Figure 1. Metal 1.
Drawn at 6 px/um. Supply wires on this layer in gray.
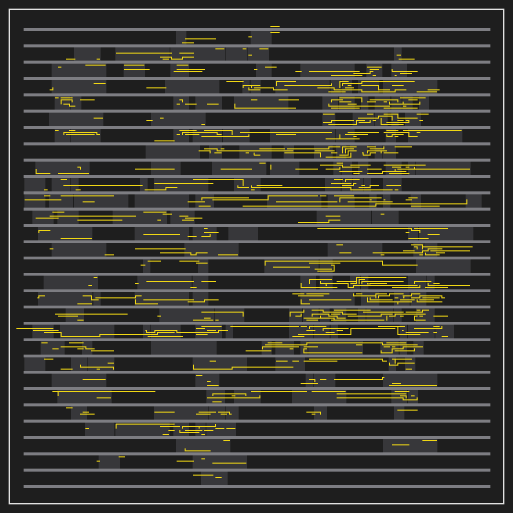
Figure 2. Cell sizes after repair.
Drawn at 4 px/um.
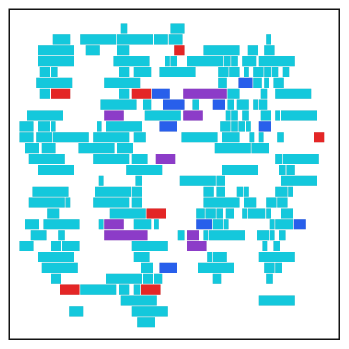
Figure 3. Port wiring.
Drawn at 4 px/um.
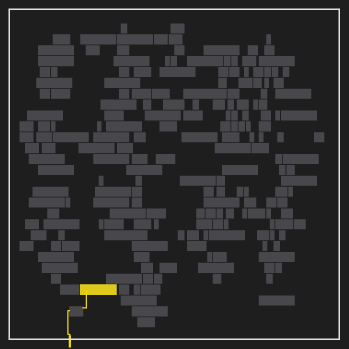
Figure 4. Local utilization.
Drawn at 4 px/um. The die is cut into 8 by 8 equal tiles; dark blue is low, red is high, 0 to 100% covered.
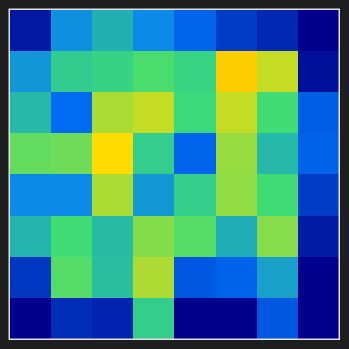
Figure 5. Placement view.
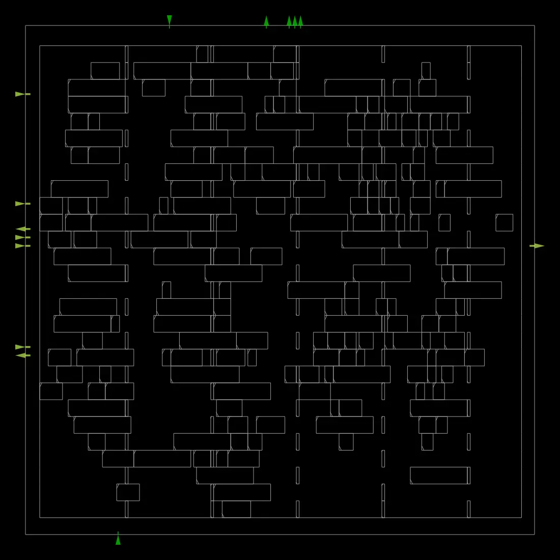
File: src/rtl/request_conditioner_pkg.sv
// Shared defaults and the per-line bundle type for the traffic_light input front-end.
// Line order in every 5-bit bundle, MSB first: A, B, R, AT, BT.
package request_conditioner_pkg;

    localparam int DB_CYCLES_DEF   = 4;
    localparam int CW_DEF          = 3;
    localparam int HOLD_CYCLES_DEF = 40;
    localparam int HW_DEF          = 8;
    localparam int NUM_LINES       = 5;

    typedef struct packed {
        logic a;
        logic b;
        logic r;
        logic at;
        logic bt;
    } line_vec_t;

endpackage

File: src/rtl/request_conditioner_debounce_ch.sv
// One input line: 2-FF synchroniser then a debouncer that accepts a new level after DB_CYCLES
// consecutive disagreeing synced samples; level changes DB_CYCLES+2 edges after a clean raw edge.
module debounce_ch
    import request_conditioner_pkg::*;
#(
    parameter int DB_CYCLES = DB_CYCLES_DEF,
    parameter int CW        = CW_DEF
) (
    input  logic CLK,
    input  logic RST,
    input  logic raw,
    output logic level,
    output logic rise,
    output logic fall
);

    logic          s1_q, s2_q;
    logic          db_q, db_d;
    logic [CW-1:0] cnt_q, cnt_d;

    always_comb begin
        db_d  = db_q;
        cnt_d = '0;
        rise  = 1'b0;
        fall  = 1'b0;
        if (s2_q != db_q) begin
            // A single agreeing sample drops back into the default cnt_d = 0 (bounce restart).
            if (cnt_q == CW'(DB_CYCLES - 1)) begin
                db_d = s2_q;
                rise = s2_q;
                fall = ~s2_q;
            end else begin
                cnt_d = cnt_q + 1'b1;
            end
        end
    end

    always_ff @(posedge CLK or posedge RST) begin
        if (RST) begin
            s1_q  <= 1'b0;
            s2_q  <= 1'b0;
            db_q  <= 1'b0;
            cnt_q <= '0;
        end else begin
            s1_q  <= raw;
            s2_q  <= s1_q;
            db_q  <= db_d;
            cnt_q <= cnt_d;
        end
    end

    assign level = db_q;

endmodule

File: src/rtl/request_conditioner.sv
// Conditions raw panel/sensor lines for traffic_light: debounce, A/B minimum hold, R > A > B priority.
// Outputs are combinational from registers; DB_CYCLES+2 edges from raw to output, no backpressure.
module request_conditioner
    import request_conditioner_pkg::*;
#(
    parameter int DB_CYCLES   = DB_CYCLES_DEF,
    parameter int CW          = CW_DEF,
    parameter int HOLD_CYCLES = HOLD_CYCLES_DEF,
    parameter int HW          = HW_DEF
) (
    input  logic CLK,
    input  logic RST,
    input  logic A_raw,
    input  logic B_raw,
    input  logic R_raw,
    input  logic AT_raw,
    input  logic BT_raw,
    output logic A,
    output logic B,
    output logic R,
    output logic AT,
    output logic BT,
    output logic A_rise,
    output logic B_rise
);

    logic [NUM_LINES-1:0] raw_vec, lvl_vec, rise_vec, fall_vec;
    line_vec_t            lvl, rise_ev;
    logic [7:0]           unused_ev;

    logic [HW-1:0] hold_a_q, hold_a_d, hold_b_q, hold_b_d;
    logic          held_a, held_b;
    logic          a_q, b_q;

    assign raw_vec = {A_raw, B_raw, R_raw, AT_raw, BT_raw};

    for (genvar i = 0; i < NUM_LINES; i++) begin : g_ch
        debounce_ch #(
            .DB_CYCLES (DB_CYCLES),
            .CW        (CW)
        ) u_ch (
            .CLK   (CLK),
            .RST   (RST),
            .raw   (raw_vec[i]),
            .level (lvl_vec[i]),
            .rise  (rise_vec[i]),
            .fall  (fall_vec[i])
        );
    end

    assign lvl       = lvl_vec;
    assign rise_ev   = rise_vec;
    assign unused_ev = {rise_ev.r, rise_ev.at, rise_ev.bt, fall_vec};

    // A fresh accepted rise reloads the full hold even if one is already running.
    always_comb begin
        hold_a_d = hold_a_q;
        hold_b_d = hold_b_q;
        if (rise_ev.a)
            hold_a_d = HW'(HOLD_CYCLES);
        else if (hold_a_q != '0)
            hold_a_d = hold_a_q - 1'b1;
        if (rise_ev.b)
            hold_b_d = HW'(HOLD_CYCLES);
        else if (hold_b_q != '0)
            hold_b_d = hold_b_q - 1'b1;
    end

    assign held_a = lvl.a | (hold_a_q != '0);
    assign held_b = lvl.b | (hold_b_q != '0);

    assign R  = lvl.r;
    assign A  = held_a & ~lvl.r;
    assign B  = held_b & ~held_a & ~lvl.r;
    assign AT = lvl.at;
    assign BT = lvl.bt;

    assign A_rise = A & ~a_q;
    assign B_rise = B & ~b_q;

    always_ff @(posedge CLK or posedge RST) begin
        if (RST) begin
            hold_a_q <= '0;
            hold_b_q <= '0;
            a_q      <= 1'b0;
            b_q      <= 1'b0;
        end else begin
            hold_a_q <= hold_a_d;
            hold_b_q <= hold_b_d;
            a_q      <= A;
            b_q      <= B;
        end
    end

endmodule
File: config.mk
export PLATFORM = sky130hd
export DESIGN_NAME = request_conditioner
export DESIGN_NICKNAME = d
export VERILOG_FILES = /design/src/rtl/request_conditioner_pkg.sv /design/src/rtl/request_conditioner_debounce_ch.sv /design/src/rtl/request_conditioner.sv
export SDC_FILE = /design/constraint.sdc
export NUM_CORES = 1
export LEC_CHECK = 0
export CORE_MARGIN = 2
export CORE_UTILIZATION = 35
export DETAILED_ROUTE_END_ITERATION = 10
export PLACE_DENSITY = 0.48
export SLEW_MARGIN = 25
export SYNTH_ARGS = -nofsm -noshare
export SYNTH_HDL_FRONTEND = slang
export SYNTH_HIERARCHICAL = 1
export SYNTH_SLANG_ARGS = --single-unit
File: constraint.sdc
create_clock -name CLK -period 4.1 [get_ports CLK]
set_input_delay 0.615 -clock CLK [delete_from_list [all_inputs] [get_ports CLK]]
set_output_delay 0.615 -clock CLK [all_outputs]
set_load 0.1 [all_outputs]
==> flow_summary.yaml <==
# generated from flow reports
clock_network:
  cts.sinks: 48
  postCtsSetupRepairBufs: 0
  cts.htree.levels: 2
  insertion_delay_ps: 300
  cts_hold_buffers: 0
  clkTransAtPathRegs_ps: 100
  cts_resized: 0
  root_buffer: "clkbuf_8"
  cts_made_buffers: 5
  clock_path_buffers: 2
  cts_tree: "yes"
floorplanning:
  die-area_mm2: 0.006747
  chipWidth_um: 82.14
  rows: 28
  initCoreUtil: 0.3609
  die_y_um: 82.14
route:
  first_iter_violations: 72
  antenna_left: 0
  vias_per_cell: 5.124
  dr.pass1.iters: 4
  routedWlPerCell_um: 14.12
  drc: 0
sta:
  holdWs_ps: 357.0
  period_used_share: 0.8555
  worst_slew_pin_slew_ps: 964.6
  fmaxAchievable_mhz: 285.1
  relSlewSlack: 0.3549
  final_hold_viol_count: 0
  layout_min_cycle_time_ps: 3508
  grt_setup_unrepaired: "false"
  timing.final.max_slew_violations: 0
  clock_skew_ps: 7.350
  fin_tns_setup_ps: 0
  finalSetupViolCount: 0
min_path:
  hold_class: "register to register"
  holdPathStages: 0
global_route:
  grt_pass1_vias: 1472
  antenna_found_initial: 0
  grt_max_degree: 19
  grt_pass1_wl_um: 6665
  track_usage: 0.1314
  overflow: 0
pwr:
  p_total_mw: 1.959
  power.leakage_nw: 1.059
  pwr-share-seq: 0.403
  internal_power_mw: 1.166
  p_switching_uw: 792.6
  power_density_mw_per_mm2: 784.0
  p_clk_frac: 0.210
  pwr-share-comb: 0.387
  vdd_drop_max_v: 0.0004447
  p_sw_frac: 0.4046
setup_path:
  crit_path_start_kind: "register"
  timing.rr.start: "hold_b_q[0]$_DFFE_PP0P_"
  r2r_end: "hold_b_q[4]$_DFFE_PP0P_"
  cp_data_required_time_ps: 3480
  ff2ff_setup_slack_ps: 2140
  crit_type: "register to primary output"
  end_kind: "primary output"
  ff2ff_path_depth: 5
  cp-endpoint: "A"
  arrival_ps: 2890
  startpoint: "hold_a_q[0]$_DFFE_PP0P_"
  crit_fanout: 5
layout:
  n_antenna_cell: 0
  nNetsFinal: 214
  stdcell_area_mm2: 0.002499
  drive_gt1_frac: 0.1206
  lay_top_cells: "48 x dfrtp_1, 16 x nor3_1, 13 x nor3b_1"
  flop_area_mm2: 0.001201
  mi_logic_area_um2: 895.9
  lay_top_count: "dfrtp_1"
  layoutNonFillerInstCount: 274
synth:
  synth_area_mm2: 0.002137
  syn_nets: 198
  avgSynthCellArea_um2: 11.74
  synthesis.instances: 182
  yosys_warnings: 6
job:
  max_cap_violations: 0
  log.warning_count: 28
run_status:
  outcome: "finished clean"
place:
  detailed_place_hpwl_um: 2933
  pre_cts_ws_ps: 908.0
  numPlacedInstances: 266
  place_area_mm2: 0.002356
  place_congestion: 0.7688
About Figure 1:
main direction = horizontal
nets with wire on the layer = 195
final WL: 3870 um
M1 GR Usage: 0.1504
Vias: 1,404

About Figure 2:
drive 1 or less -> cyan  # cells 175, share 88%
drive 2 -> blue  # cells 9, share 4.5%
drive 3 to 4 -> red  # cells 7, share 3.5%
drive 6 and up -> purple  # cells 8, share 4.0%
worst setup margin: 592.3 ps
Area Overhead vs Synth: 16.92%
Signal buffers: 13

About Figure 3:
B_raw -> yellow  # direction input, edge bottom, end cells 1, wire 12.9 um
number of port buffers: 13
# IOs: 14

About Figure 4:
tiles over 75% full = 3.1%
nearly empty tiles = 9.4%
mean over tiles = 36%
emptiest ninth of the die = bottom right
Core Region: 0.005921 mm^2
post-layout util: 0.4220

About Figure 5:
flop share of the area: 0.4807
Tap Count: 75
fillers: 577

-- power by group through the flow --
stage	logic (mW)	registers [mW]	clock network, mW
detailed placement	0.762	0.799	0
global placement	0.734	0.785	0
floorplan	0.507	0.864	0
global route	0.834	0.818	0.446
finish	0.757	0.790	0.411
CTS	0.767	0.790	0.422
-- sequential cells by signal, summed over array words and instances, names as in the netlist --
signal	cells
b_q	1
g_ch.u_ch/level	5
hold_b_q	8
g_ch.u_ch/cnt_q	15
a_q	1
hold_a_q	8
g_ch.u_ch/s1_q	5
g_ch.u_ch/s2_q	5
-- layout make-up --
class,count,area share
multi-input cells,118,0.3585
clock buffers,5,0.02754
inverters,12,0.01803
repair buffers,13,0.05008
flip-flops and latches,48,0.4807
well taps,75,0.03756
clock inverters,3,0.02754
-- metal layers --
layer | track usage | up-vias | routed length [um] | part of all wire
met1 | 0.1504 | 700 | 1713 | 0.44
met4 | 0.04500 | 0 | 51 | 0.013
met2 | 0.2358 | 17 | 1998 | 0.52
met5 | 0 | - | 0 | 0
li1 | - | 682 | - | -
met3 | 0.03587 | 5 | 107 | 0.028
-- worst max-delay path, cell delays in order, from the launching register on --
cell,delay [ps]
dfrtp_1,430
inv_1,110
ha_1,220
or3b_2,490
nor3_1,270
nor2_1,90
clkdlybuf4s50_1,980
-- worst min-delay path by stage --
stage,to,startpoint
6_report,g_ch[3].u_ch/s2_q$_DFF_PP0_,g_ch[3].u_ch/s1_q$_DFF_PP0_
3_3_place_gp,g_ch[2].u_ch/s2_q$_DFF_PP0_,g_ch[2].u_ch/s1_q$_DFF_PP0_
4_1_cts,g_ch[3].u_ch/s2_q$_DFF_PP0_,g_ch[3].u_ch/s1_q$_DFF_PP0_
3_5_place_dp,g_ch[1].u_ch/s2_q$_DFF_PP0_,g_ch[1].u_ch/s1_q$_DFF_PP0_
2_1_floorplan,g_ch[0].u_ch/s2_q$_DFF_PP0_,g_ch[0].u_ch/s1_q$_DFF_PP0_
5_1_grt,g_ch[1].u_ch/s2_q$_DFF_PP0_,g_ch[1].u_ch/s1_q$_DFF_PP0_
Power figures rest on the tool's default switching activity, not on a simulated workload.
